### config.mk
export PLATFORM = sky130hd
export DESIGN_NAME = mux_nx1_rr_flat
export DESIGN_NICKNAME = d
export VERILOG_FILES = /design/src/rtl/mux_nx1_rr_pkg.sv /design/src/rtl/mux_nx1_rr_if.sv /design/src/rtl/mux_nx1_rr_rr_arbiter.sv /design/src/rtl/mux_nx1_rr.sv /design/src/flat_wrapper.sv
export SDC_FILE = /design/constraint.sdc
export NUM_CORES = 1
export LEC_CHECK = 0
export CORE_MARGIN = 4
export CORE_UTILIZATION = 42
export CTS_CLUSTER_DIAMETER = 150
export DETAILED_ROUTE_END_ITERATION = 8
export PLACE_DENSITY = 0.85
export SLEW_MARGIN = 15
export SYNTH_ARGS = -nofsm -noshare
export SYNTH_HDL_FRONTEND = slang
export SYNTH_SLANG_ARGS = --single-unit
### constraint.sdc
create_clock -name clk -period 5.84 [get_ports clk]
set_clock_uncertainty 0.05 [all_clocks]
set_input_delay 0.584 -clock clk [delete_from_list [all_inputs] [get_ports clk]]
set_output_delay 0.584 -clock clk [all_outputs]
set_load 0.02 [all_outputs]
### src/rtl/mux_nx1_rr_pkg.sv
`default_nettype none
// ============================================================================
// Module   : mux_nx1_pkg
// Purpose  : Shared constants and helpers for the mux_nx1_rr stream mux.
//            sel_width : width of a channel index (minimum 1)
//            rr_next   : round-robin pointer increment with explicit wrap
//            rr_dist   : search distance of a channel from the pointer
// Options  : MUX_NX1_FORCE_EN (forced select, see mux_nx1_rr)
// Revision : 1.0  initial release
// ============================================================================
package mux_nx1_pkg;

    localparam int unsigned C_DEFAULT_N = 4;
    localparam int unsigned C_DEFAULT_W = 8;

    function automatic int unsigned sel_width(input int unsigned n);
        return (n > 1) ? $clog2(n) : 1;
    endfunction

    // Explicit compare-and-wrap so non-power-of-two N needs no modulo.
    function automatic int unsigned rr_next(input int unsigned idx, input int unsigned n);
        return (idx == n - 1) ? 0 : idx + 1;
    endfunction

    // Position of channel ch in the search order ptr, ptr+1, ..., ptr-1.
    function automatic int unsigned rr_dist(input int unsigned ch, input int unsigned ptr,
                                            input int unsigned n);
        return (ch >= ptr) ? (ch - ptr) : (ch + n - ptr);
    endfunction

endpackage
`default_nettype wire

### src/rtl/mux_nx1_rr_if.sv
`default_nettype none
// ============================================================================
// Module   : mux_nx1_rr_if
// Purpose  : Handshake bundle for mux_nx1_rr.
//            in_data/in_valid/in_ready : N producer channels (W bits each)
//            out_data/out_valid/out_ready/out_sel : single consumer port
//            force_en/force_sel : only when MUX_NX1_FORCE_EN is defined
//            slave  modport : the mux side
//            master modport : producers/consumer side
// Revision : 1.0  initial release
// ============================================================================
interface mux_nx1_rr_if
    import mux_nx1_pkg::*;
#(
    parameter int unsigned N = C_DEFAULT_N,
    parameter int unsigned W = C_DEFAULT_W
);
    localparam int unsigned SW = sel_width(N);

    logic [N*W-1:0] in_data;
    logic [N-1:0]   in_valid;
    logic [N-1:0]   in_ready;
    logic [W-1:0]   out_data;
    logic           out_valid;
    logic           out_ready;
    logic [SW-1:0]  out_sel;
`ifdef MUX_NX1_FORCE_EN
    logic           force_en;
    logic [SW-1:0]  force_sel;
`endif

    modport slave (
        input  in_data, in_valid, out_ready,
`ifdef MUX_NX1_FORCE_EN
        input  force_en, force_sel,
`endif
        output in_ready, out_data, out_valid, out_sel
    );

    modport master (
        output in_data, in_valid, out_ready,
`ifdef MUX_NX1_FORCE_EN
        output force_en, force_sel,
`endif
        input  in_ready, out_data, out_valid, out_sel
    );

endinterface
`default_nettype wire

### src/rtl/mux_nx1_rr_rr_arbiter.sv
`default_nettype none
// ============================================================================
// Module   : rr_arbiter
// Purpose  : Round-robin grant selection over N valid requests, plus the
//            registered round-robin pointer.
//            valid       : per-channel request
//            enable      : a transfer takes the grant this cycle
//            grant       : granted channel index
//            grant_valid : some channel is granted
//            ptr         : current round-robin start position
//            force_en/force_sel (MUX_NX1_FORCE_EN): fixed select override
// Revision : 1.0  initial release
// ============================================================================
module rr_arbiter
    import mux_nx1_pkg::*;
#(
    parameter int unsigned N  = C_DEFAULT_N,
    parameter int unsigned SW = sel_width(N)
) (
    input  wire logic          clk,
    input  wire logic          rst,
    input  wire logic [N-1:0]  valid,
    input  wire logic          enable,
`ifdef MUX_NX1_FORCE_EN
    input  wire logic          force_en,
    input  wire logic [SW-1:0] force_sel,
`endif
    output logic [SW-1:0]      grant,
    output logic               grant_valid,
    output logic [SW-1:0]      ptr
);

    logic [SW-1:0] w_rr_grant;
    logic          w_rr_hit;
    logic          w_advance;
    int unsigned   w_best_dist;

    // Smallest search distance from ptr wins among valid channels.
    always_comb begin
        w_rr_grant  = '0;
        w_rr_hit    = 1'b0;
        w_best_dist = N;
        for (int unsigned i = 0; i < N; i++) begin
            if (valid[i] && (rr_dist(i, 32'(ptr), N) < w_best_dist)) begin
                w_best_dist = rr_dist(i, 32'(ptr), N);
                w_rr_grant  = SW'(i);
                w_rr_hit    = 1'b1;
            end
        end
    end

`ifdef MUX_NX1_FORCE_EN
    logic w_force_hit;

    // Matching against each in-range index also rejects force_sel >= N.
    always_comb begin
        w_force_hit = 1'b0;
        for (int unsigned i = 0; i < N; i++) begin
            if ((force_sel == SW'(i)) && valid[i]) begin
                w_force_hit = 1'b1;
            end
        end
    end

    assign grant       = force_en ? force_sel   : w_rr_grant;
    assign grant_valid = force_en ? w_force_hit : w_rr_hit;
    assign w_advance   = !force_en;
`else
    assign grant       = w_rr_grant;
    assign grant_valid = w_rr_hit;
    assign w_advance   = 1'b1;
`endif

    always_ff @(posedge clk) begin
        if (rst) begin
            ptr <= '0;
        end else if (enable && grant_valid && w_advance) begin
            ptr <= SW'(rr_next(32'(grant), N));
        end
    end

endmodule
`default_nettype wire

### src/rtl/mux_nx1_rr.sv
`default_nettype none
// ============================================================================
// Module   : mux_nx1_rr
// Purpose  : N-to-1 valid/ready stream mux with round-robin arbitration and
//            a one-entry registered output stage (no bubble when streaming).
//            clk, rst : clock and synchronous active-high reset
//            bus      : mux_nx1_rr_if slave (inputs, output, select index)
// Options  : MUX_NX1_FORCE_EN adds force_en/force_sel to bypass round-robin.
// Revision : 1.0  initial release
// ============================================================================
module mux_nx1_rr
    import mux_nx1_pkg::*;
#(
    parameter int unsigned N = C_DEFAULT_N,
    parameter int unsigned W = C_DEFAULT_W
) (
    input  wire logic     clk,
    input  wire logic     rst,
    mux_nx1_rr_if.slave   bus
);

    localparam int unsigned SW = sel_width(N);

    logic [W-1:0]  r_out_data;
    logic          r_out_valid;
    logic [SW-1:0] r_out_sel;

    logic          w_load;
    logic          w_take;
    logic [SW-1:0] w_grant;
    logic          w_grant_valid;
    logic [SW-1:0] w_ptr;
    logic [W-1:0]  w_sel_data;
    logic [N-1:0]  w_in_ready;

    // Output register may accept a new beat when empty or being drained.
    assign w_load = !r_out_valid || bus.out_ready;
    // Reset suppresses any handshake on the edge it is sampled.
    assign w_take = w_load && w_grant_valid && !rst;

    rr_arbiter #(
        .N  (N),
        .SW (SW)
    ) u_arb (
        .clk         (clk),
        .rst         (rst),
        .valid       (bus.in_valid),
        .enable      (w_take),
`ifdef MUX_NX1_FORCE_EN
        .force_en    (bus.force_en),
        .force_sel   (bus.force_sel),
`endif
        .grant       (w_grant),
        .grant_valid (w_grant_valid),
        .ptr         (w_ptr)
    );

    always_comb begin
        w_sel_data = '0;
        w_in_ready = '0;
        for (int unsigned i = 0; i < N; i++) begin
            if (w_grant == SW'(i)) begin
                w_sel_data    = bus.in_data[i*W +: W];
                w_in_ready[i] = w_take;
            end
        end
    end

    always_ff @(posedge clk) begin
        if (rst) begin
            r_out_valid <= 1'b0;
            r_out_data  <= '0;
            r_out_sel   <= '0;
        end else if (w_load) begin
            if (w_grant_valid) begin
                r_out_valid <= 1'b1;
                r_out_data  <= w_sel_data;
                r_out_sel   <= w_grant;
            end else begin
                // Data and select keep their last values when idle.
                r_out_valid <= 1'b0;
            end
        end
    end

    assign bus.in_ready  = w_in_ready;
    assign bus.out_data  = r_out_data;
    assign bus.out_valid = r_out_valid;
    assign bus.out_sel   = r_out_sel;

endmodule
`default_nettype wire

### src/flat_wrapper.sv
// flat-port wrapper written by rule: the top's interface ports become plain ports
module mux_nx1_rr_flat import mux_nx1_pkg::*;
#(
    parameter int unsigned N = C_DEFAULT_N,
    parameter int unsigned W = C_DEFAULT_W
)
  (clk, rst, bus_in_data, bus_in_valid, bus_out_ready, bus_in_ready, bus_out_data, bus_out_valid, bus_out_sel);
  mux_nx1_rr_if #(.N(N), .W(W)) bus_i ();
  input  wire logic clk;
  input  wire logic rst;
  input wire logic [$bits(bus_i.in_data)-1:0] bus_in_data;
  input wire logic [$bits(bus_i.in_valid)-1:0] bus_in_valid;
  input wire logic [$bits(bus_i.out_ready)-1:0] bus_out_ready;
  output wire logic [$bits(bus_i.in_ready)-1:0] bus_in_ready;
  output wire logic [$bits(bus_i.out_data)-1:0] bus_out_data;
  output wire logic [$bits(bus_i.out_valid)-1:0] bus_out_valid;
  output wire logic [$bits(bus_i.out_sel)-1:0] bus_out_sel;
  assign bus_i.in_data = bus_in_data;
  assign bus_i.in_valid = bus_in_valid;
  assign bus_i.out_ready = bus_out_ready;
  assign bus_in_ready = bus_i.in_ready;
  assign bus_out_data = bus_i.out_data;
  assign bus_out_valid = bus_i.out_valid;
  assign bus_out_sel = bus_i.out_sel;
  mux_nx1_rr #(.N(N), .W(W)) u_core (.clk(clk), .rst(rst), .bus(bus_i));
endmodule
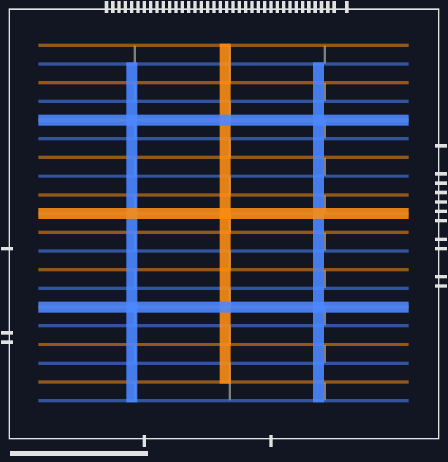
run_1/pdn.png
The bar under the picture is 20 µm long. Pins as bars on the die edge. Tap cells in gray.
| net | color |
|---|---|
| VSS | blue |
| VDD | orange |
met4 straps: 3
tap cells: 31
rows: 19
met1 rails: 20
signal pins: 54
Placeable Area: 2780 µm²
Die X: 62.3 µm
worst vdd ir: 0.000387 V
Die H: 62.3 µm

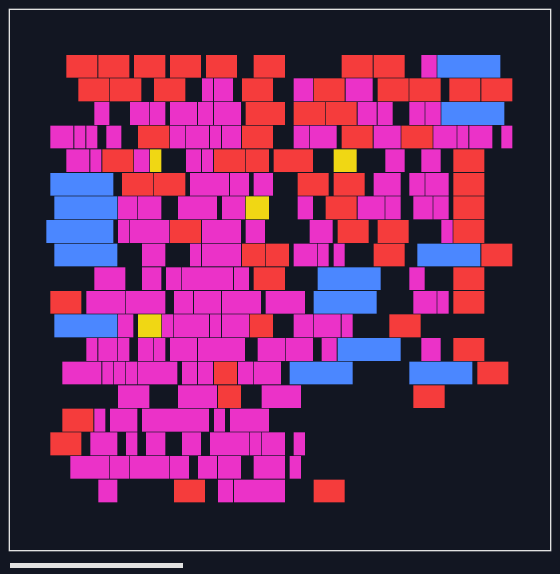
run_1/cell_classes.png
The bar under the picture is 20 µm long.
| class | color | cells |
|---|---|---|
| other buffers and delay cells | red | 59 |
| clock drivers and dummy loads | yellow | 4 |
| all other logic | magenta | 133 |
| flip-flops | blue | 13 |
Seq area share: 14.1%
final design utilization: 66.8%
post-route cell area: 1860 µm²
Rows: 19

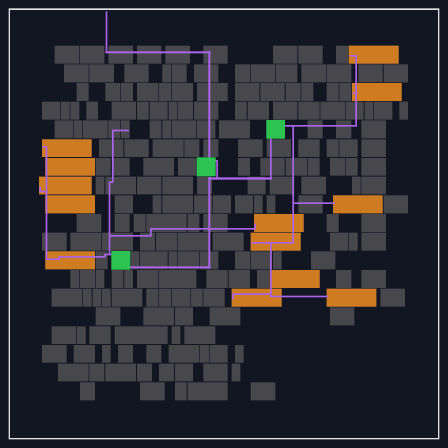
run_1/clock_map.png
[cells driving clock nets] green | count: 3
[clock wires] purple | length: 234 µm
[flip-flops] orange | count: 13
routed clock nets: 4
clock-net power: 60.4 µW
clk_lat worst skew: 0.29 ns
clock network power share: 6.4%

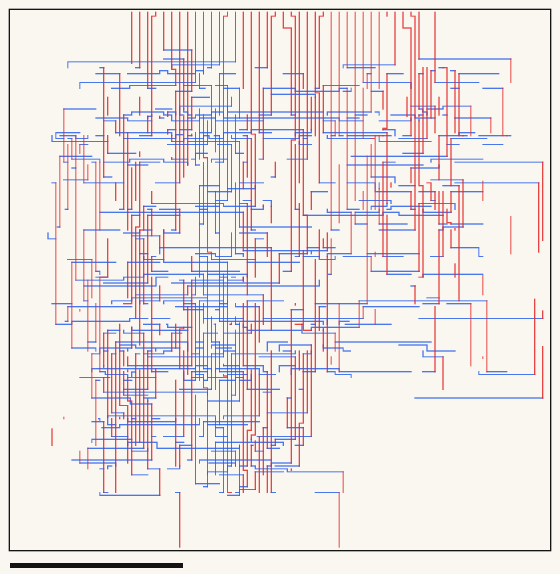
run_1/metal_stack.png
The bar under the picture is 20 µm long. Two of the layers only.
| layer | color | wire length |
|---|---|---|
| met2 | red | 2080 µm |
| met1 | blue | 1540 µm |
routed wire length: 3880 µm
WL per Instance: 16.2 µm
gr usage total: 20.5%

==> qor.yml, run 1 <==
worst_setup_path:
  cpPeakStageDelay_ns: 0.55
  cpMaxStageDelayCell: "clkdlybuf4s50_1"
  critPathCaptureType: "output port"
  path_delay_family: "AND-OR/OR-AND gates"
  crit_type: "reg2out"
  cp_num_buf_inv: 3
yosys:
  syn-instance-count: 154
  xor_share_pct: 0
  area_leaders: "dfxtp_1 21%, ha_1 13%, a21oi_1 5.7%"
  edf_count: 0
  ys_sh_simple_pct: 24.9
  synth_cell_types: 45
  synth_seq_share_pct: 21.1
  ys_sh_aoi_pct: 33.6
  syn-cell-area_um2: 1240
  muxShareOfSynthArea_pct: 0.810
  yosys.area.top_type: "dfxtp_1"
sta:
  setup_ws_ns: 0.215
  finalSetupViolations: 0
  finalHoldViolations: 0
  finalClockPeriodUsage_pct: 96.3
  slew_headroom_pct: 58.6
  report.final.slew_viol_count: 0
  tightest_slew_ns: 0.619
run_status:
  status: "finished, final reports clean"
clocking:
  cts_buffer_depth: 2
  cts_tree: "done"
  cts.sinks: 13
  cts_root_buf: "clkbuf_4"
routing:
  drc: 0
  drt-initial-drc-count: 53
  dr.pass1.iters: 5
  via_per_inst: 5.76
place:
  dp_slack_ns: 0.146
  place_area_um2: 1800
  place_congestion: 0.870
grt:
  gr-total-overflow: 0
  grt_pass1_wl_um: 6610
  grt_pass1_vias: 1415
finish:
  logic_area_um2: 921
  fin_nets: 262
  fin_cells: 240
floorplan:
  dieArea_um2: 3880
pwr:
  p_leak_nw: 0.794
  power.total_uw: 941
-- run 1: repair_timing --
action / CTS / global route
pin swaps: 0 / 1
hold buffers: 0 / 0
gates resized: 1 / 5
setup buffers: 0 / 1
hold endpoints to repair: 0 / 0
setup endpoints to repair: 2 / 5
-- run 1: kinds of logic after synthesis --
group           after synthesis
flops                        13
simple gates                 57
fa+ha+maj                    13
other cells                   1
compound gates               52
mux                           1
buf+inv                      17
-- run 1: layout make-up --
cell class	instances	share of cell area (%)
Multi-Input combinational cell	125	49.6
Timing Repair Buffer	59	31.2
Sequential cell	13	14.1
Tap cell	31	2.09
Inverter	8	1.62
Clock buffer	4	1.41
-- run 1: synthesized netlist by cell type, types with 2 or more instances --
cell,n
a221oi_1,7
nand2b_1,3
o21a_1,2
dfxtp_1,13
nand2_1,5
a211o_1,2
a211oi_2,2
clkbuf_1,5
and3_1,2
ha_1,13
o211ai_2,2
nor3_1,10
nor2_1,14
a211oi_1,8
and2_1,7
a21oi_1,14
nor2b_1,9
o32ai_1,2
inv_1,8
-- run 1: layout by cell type (no fill, tap or decap), types with 3 or more instances in the layout --
| cell | instances |
|---|---|
| nand2b_1 | 3 |
| nor2_1 | 14 |
| nor2b_1 | 9 |
| dfxtp_1 | 12 |
| a21oi_1 | 13 |
| a211oi_1 | 8 |
| buf_4 | 6 |
| nand2_1 | 5 |
| a221oi_1 | 7 |
| nor3_1 | 10 |
| ha_1 | 13 |
| inv_1 | 8 |
| and2_1 | 7 |
| clkbuf_4 | 3 |
| clkdlybuf4s50_1 | 51 |
-- run 1: registers in the layout, indices dropped and copies added, names as in the netlist --
signal and count:
u_core.u_arb.ptr 2, u_core.bus.out_sel 2, u_core.bus.out_valid 1, u_core.bus.out_data 8
-- run 1: report_power, final --
part	switching, mW	leakage, nW	internal [mW]
clock network	0.0338	0.0150	0.0266
registers	0.0285	0.108	0.126
logic	0.391	0.670	0.336
-- run 1: worst register-to-register path: cells and delay by family (launching register included) --
kind / cells / cell delay [ns]
AOI/OAI and AO/OA: 11 / 2.24
adders and majority gates: 5 / 1.31
buffers and inverters: 3 / 0.33
DFF: 1 / 0.41
and+or+nand+nor: 5 / 0.97
-- run 1: worst paths after layout --
| path | start | endpoint | slack, ns | depth (start not counted) |
|---|---|---|---|---|
| setup reg to reg | u_core.u_arb.ptr[1] | u_core.bus.out_data[5] | 0.44 | 24 |
| hold reg to reg | u_core.bus.out_sel[1] | u_core.bus.out_sel[1] | 0.43 | 2 |
| setup / recovery | u_core.u_arb.ptr[1] | bus_in_ready[3] | 0.21 | 20 |
| hold / removal | u_core.bus.out_sel[1] | u_core.bus.out_sel[1] | 0.43 | 2 |
-- run 1: routing by layer --
metal  global-route usage, %  vias up  routed length (µm)
met2                    37.7       52                2080
met3                    3.96       10                 159
met5                       0        -                   0
met1                    23.0      640                1540
li1                        -      680                   -
met4                    7.43        0                  93
==> run 2: changes to the inputs <==
--- a/config.mk
+++ b/config.mk
@@ -9,6 +9,7 @@
 export CORE_UTILIZATION = 42
 export CTS_CLUSTER_DIAMETER = 150
 export DETAILED_ROUTE_END_ITERATION = 8
+export GPL_TIMING_DRIVEN = 0
 export PLACE_DENSITY = 0.85
 export SLEW_MARGIN = 15
 export SYNTH_ARGS = -nofsm -noshare
==> constraint.sdc (replaced) <==
create_clock -name clk -period 6.1 [get_ports clk]
set_clock_uncertainty 0.05 [all_clocks]
set_input_delay 0.61 -clock clk [delete_from_list [all_inputs] [get_ports clk]]
set_output_delay 0.61 -clock clk [all_outputs]
set_load 0.02 [all_outputs]
==> run 2 against run 1 <==
First-iteration DRC count rose by 100%. Sequential cell count did not move. Combinational power fell by 1%. Final area rose by 1.3%. Total power fell by 1.1%. Sequential power fell by 3%. Sequential share of layout area fell by 0.18 points. Via count rose by 3.9%. Worst setup slack improved by 0.058 ns. Largest cell class unchanged.
==> qor.yml, run 2 <==
run_status:
  status: "finished, final reports clean"  # unchanged
place:
  place_congestion: 0.839  # was 0.870
  dp_slack_ns: -0.413  # was 0.146 ns
  place_area_um2: 1800  # about the same
pwr:
  p_int_uw: 477  # was 488 µW
  p_comb_share_pct: 77.3  # was 77.2%
  p_seq_share_pct: 16.1  # was 16.4%
  worst_ir_drop_vdd_v: 0.000338  # was 0.000387 V
  p_sw_uw: 454  # was 453 µW
sta:
  finalHoldViolations: 0  # unchanged
  setup_ws_ns: 0.273  # was 0.215 ns
  report.final.slew_viol_count: 0  # unchanged
  tightest_slew_ns: 0.506  # was 0.619 ns
worst_hold_path:
  holdPathStages: 2  # unchanged
worst_setup_path:
  rrSetupSlack_ns: 0.48  # was 0.44 ns
  r2r_end: "u_core.bus.out_data[3]"  # was u_core.bus.out_data[5]
  r2r_start: "u_core.u_arb.ptr[1]"  # unchanged
  crit_end: "bus_in_ready[3]"  # unchanged
  critPathCaptureType: "output port"  # unchanged
yosys:
  syn-instance-count: 154  # unchanged
  edf_count: 0  # unchanged
  yosys.area.top_type: "dfxtp_1"  # unchanged
  area_leaders: "dfxtp_1 21%, ha_1 13%, a21oi_1 5.7%"  # unchanged
grt:
  grt_pass1_wl_um: 6930  # was 6610 µm
  grtUsageTotal_pct: 21.6  # was 20.5%
clocking:
  cts.sinks: 13  # unchanged
  cts_buffer_depth: 2  # unchanged
finish:
  fin_nets: 266  # was 262
  logic_area_um2: 937  # was 921 µm²
  mostFrequentLayoutCells: "49 x clkdlybuf4s50_1, 14 x nor2_1, 13 x a21oi_1"  # was 51 x clkdlybuf4s50_1, 14 x nor2_1, 13 x a21oi_1, 13 x ha_1, 12 x dfxtp_1
floorplan:
  num_rows: 19  # unchanged
## run 2: netlist changes by cell type in the layout (fill, tap and decap cells not counted), moves of 2 or more
| cell | change |
|---|---|
| buf_2 | +2 |
| clkbuf_2 | +2 |
| clkdlybuf4s50_1 | -2 |
| ha_1 | -4 |
| ha_2 | +4 |
## run 2: layout make-up
type	instances	area share [%]
flip-flops and latches	13	13.9
plain buffers	7	2.19
repair buffers	56	29.1
well taps	31	2.06
clock buffers	4	1.40
multi-input cells	125	49.8
inverters	8	1.60
## run 2: per-stage QoR
stage | util (%) | setup TNS, ns
4_1_cts | 67.2 | 0
3_5_place_dp | 64.7 | -0.943
6_report | 67.7 | 0
2_1_floorplan | - | 0
5_1_grt | 67.7 | -0.0352
3_3_place_gp | 64.7 | -0.499
## run 2: worst max-delay path, stage by stage, from the launching register on
cell	delay, ns
dfxtp_2	0.42
inv_1	0.08
ha_1	0.18
and2_4	0.15
buf_6	0.12
ha_2	0.16
nand2b_2	0.23
o31ai_4	0.23
ha_1	0.30
a211o_1	0.32
a211o_1	0.37
a21oi_4	0.16
nor2_1	0.06
a21oi_1	0.15
ha_1	0.21
inv_1	0.08
o311ai_1	0.10
o221ai_2	0.20
o21ai_2	0.23
nand2_1	0.12
ha_2	0.28
buf_2	0.22
and2_1	0.16
dlygate4sd2_1	0.31
## run 2: per-layer routing
metal	vias up	track usage [%]	wire, µm
met5	-	0	0
met4	0	10.6	103
met3	9	3.06	197
met2	44	36.4	2130
met1	694	26.7	1610
li1	689	-	-
## run 2: repair_timing
action / CTS / global route
buffers inserted: 3 / 1
endpoints found under the setup margin: 4 / 11
resized: 11 / 7
pin swaps: 3 / 0
## run 2: power groups by stage
stage                     Combinational, mW  Clock, mW  Sequential, mW
after floorplan                       0.434          0           0.176
after global placement                0.639          0           0.148
after detailed placement              0.664          0           0.149
after CTS                             0.705     0.0621           0.148
after global routing                  0.797     0.0652           0.152
final                                 0.720     0.0617           0.149
## run 2: kinds of logic after synthesis
kind of cell / after synthesis / share of synthesized area, %
mux: 1 / 0.810
fa+ha+maj: 13 / 13.2
flops: 13 / 21.1
simple gates: 57 / 24.9
buf+inv: 17 / 6.17
compound gates: 52 / 33.6
other cells: 1 / 0.303
## run 2: how the worst min path moves through the flow
stage	startpoint	to
2_1_floorplan	u_core.bus.out_sel[1]	u_core.bus.out_sel[1]
3_3_place_gp	u_core.bus.out_sel[1]	u_core.bus.out_sel[1]
3_5_place_dp	u_core.bus.out_sel[1]	u_core.bus.out_sel[1]
4_1_cts	u_core.bus.out_sel[1]	u_core.bus.out_sel[1]
5_1_grt	u_core.bus.out_data[1]	u_core.bus.out_data[1]
6_report	u_core.bus.out_sel[1]	u_core.bus.out_sel[1]
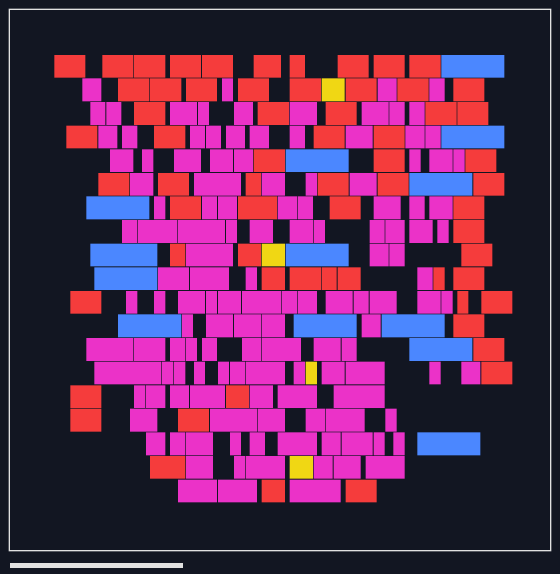
run_2/cell_classes.png
The bar under the picture is 20 µm long.
| class | color | cells |
|---|---|---|
| all other logic | magenta | 133 |
| clock drivers and dummy loads | yellow | 4 |
| flip-flops | blue | 13 |
| other buffers and delay cells | red | 63 |
final design utilization: 67.7%
Seq area share: 13.9%

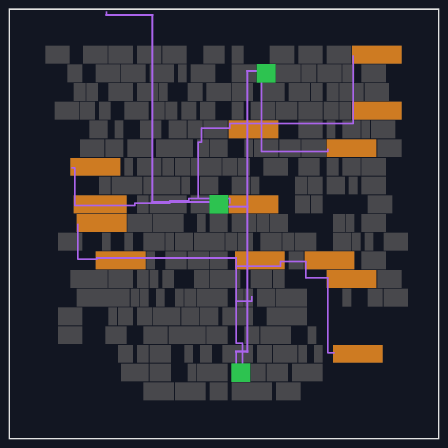
run_2/clock_map.png
[cells driving clock nets] green | count: 3
[flip-flops] orange | count: 13
[clock wires] purple | length: 270 µm
routed clock nets: 4
clock-net power: 61.7 µW
clock network power share: 6.6%
clk_lat worst skew: 0.30 ns

Power figures rest on the tool's default switching activity, not on a simulated workload.
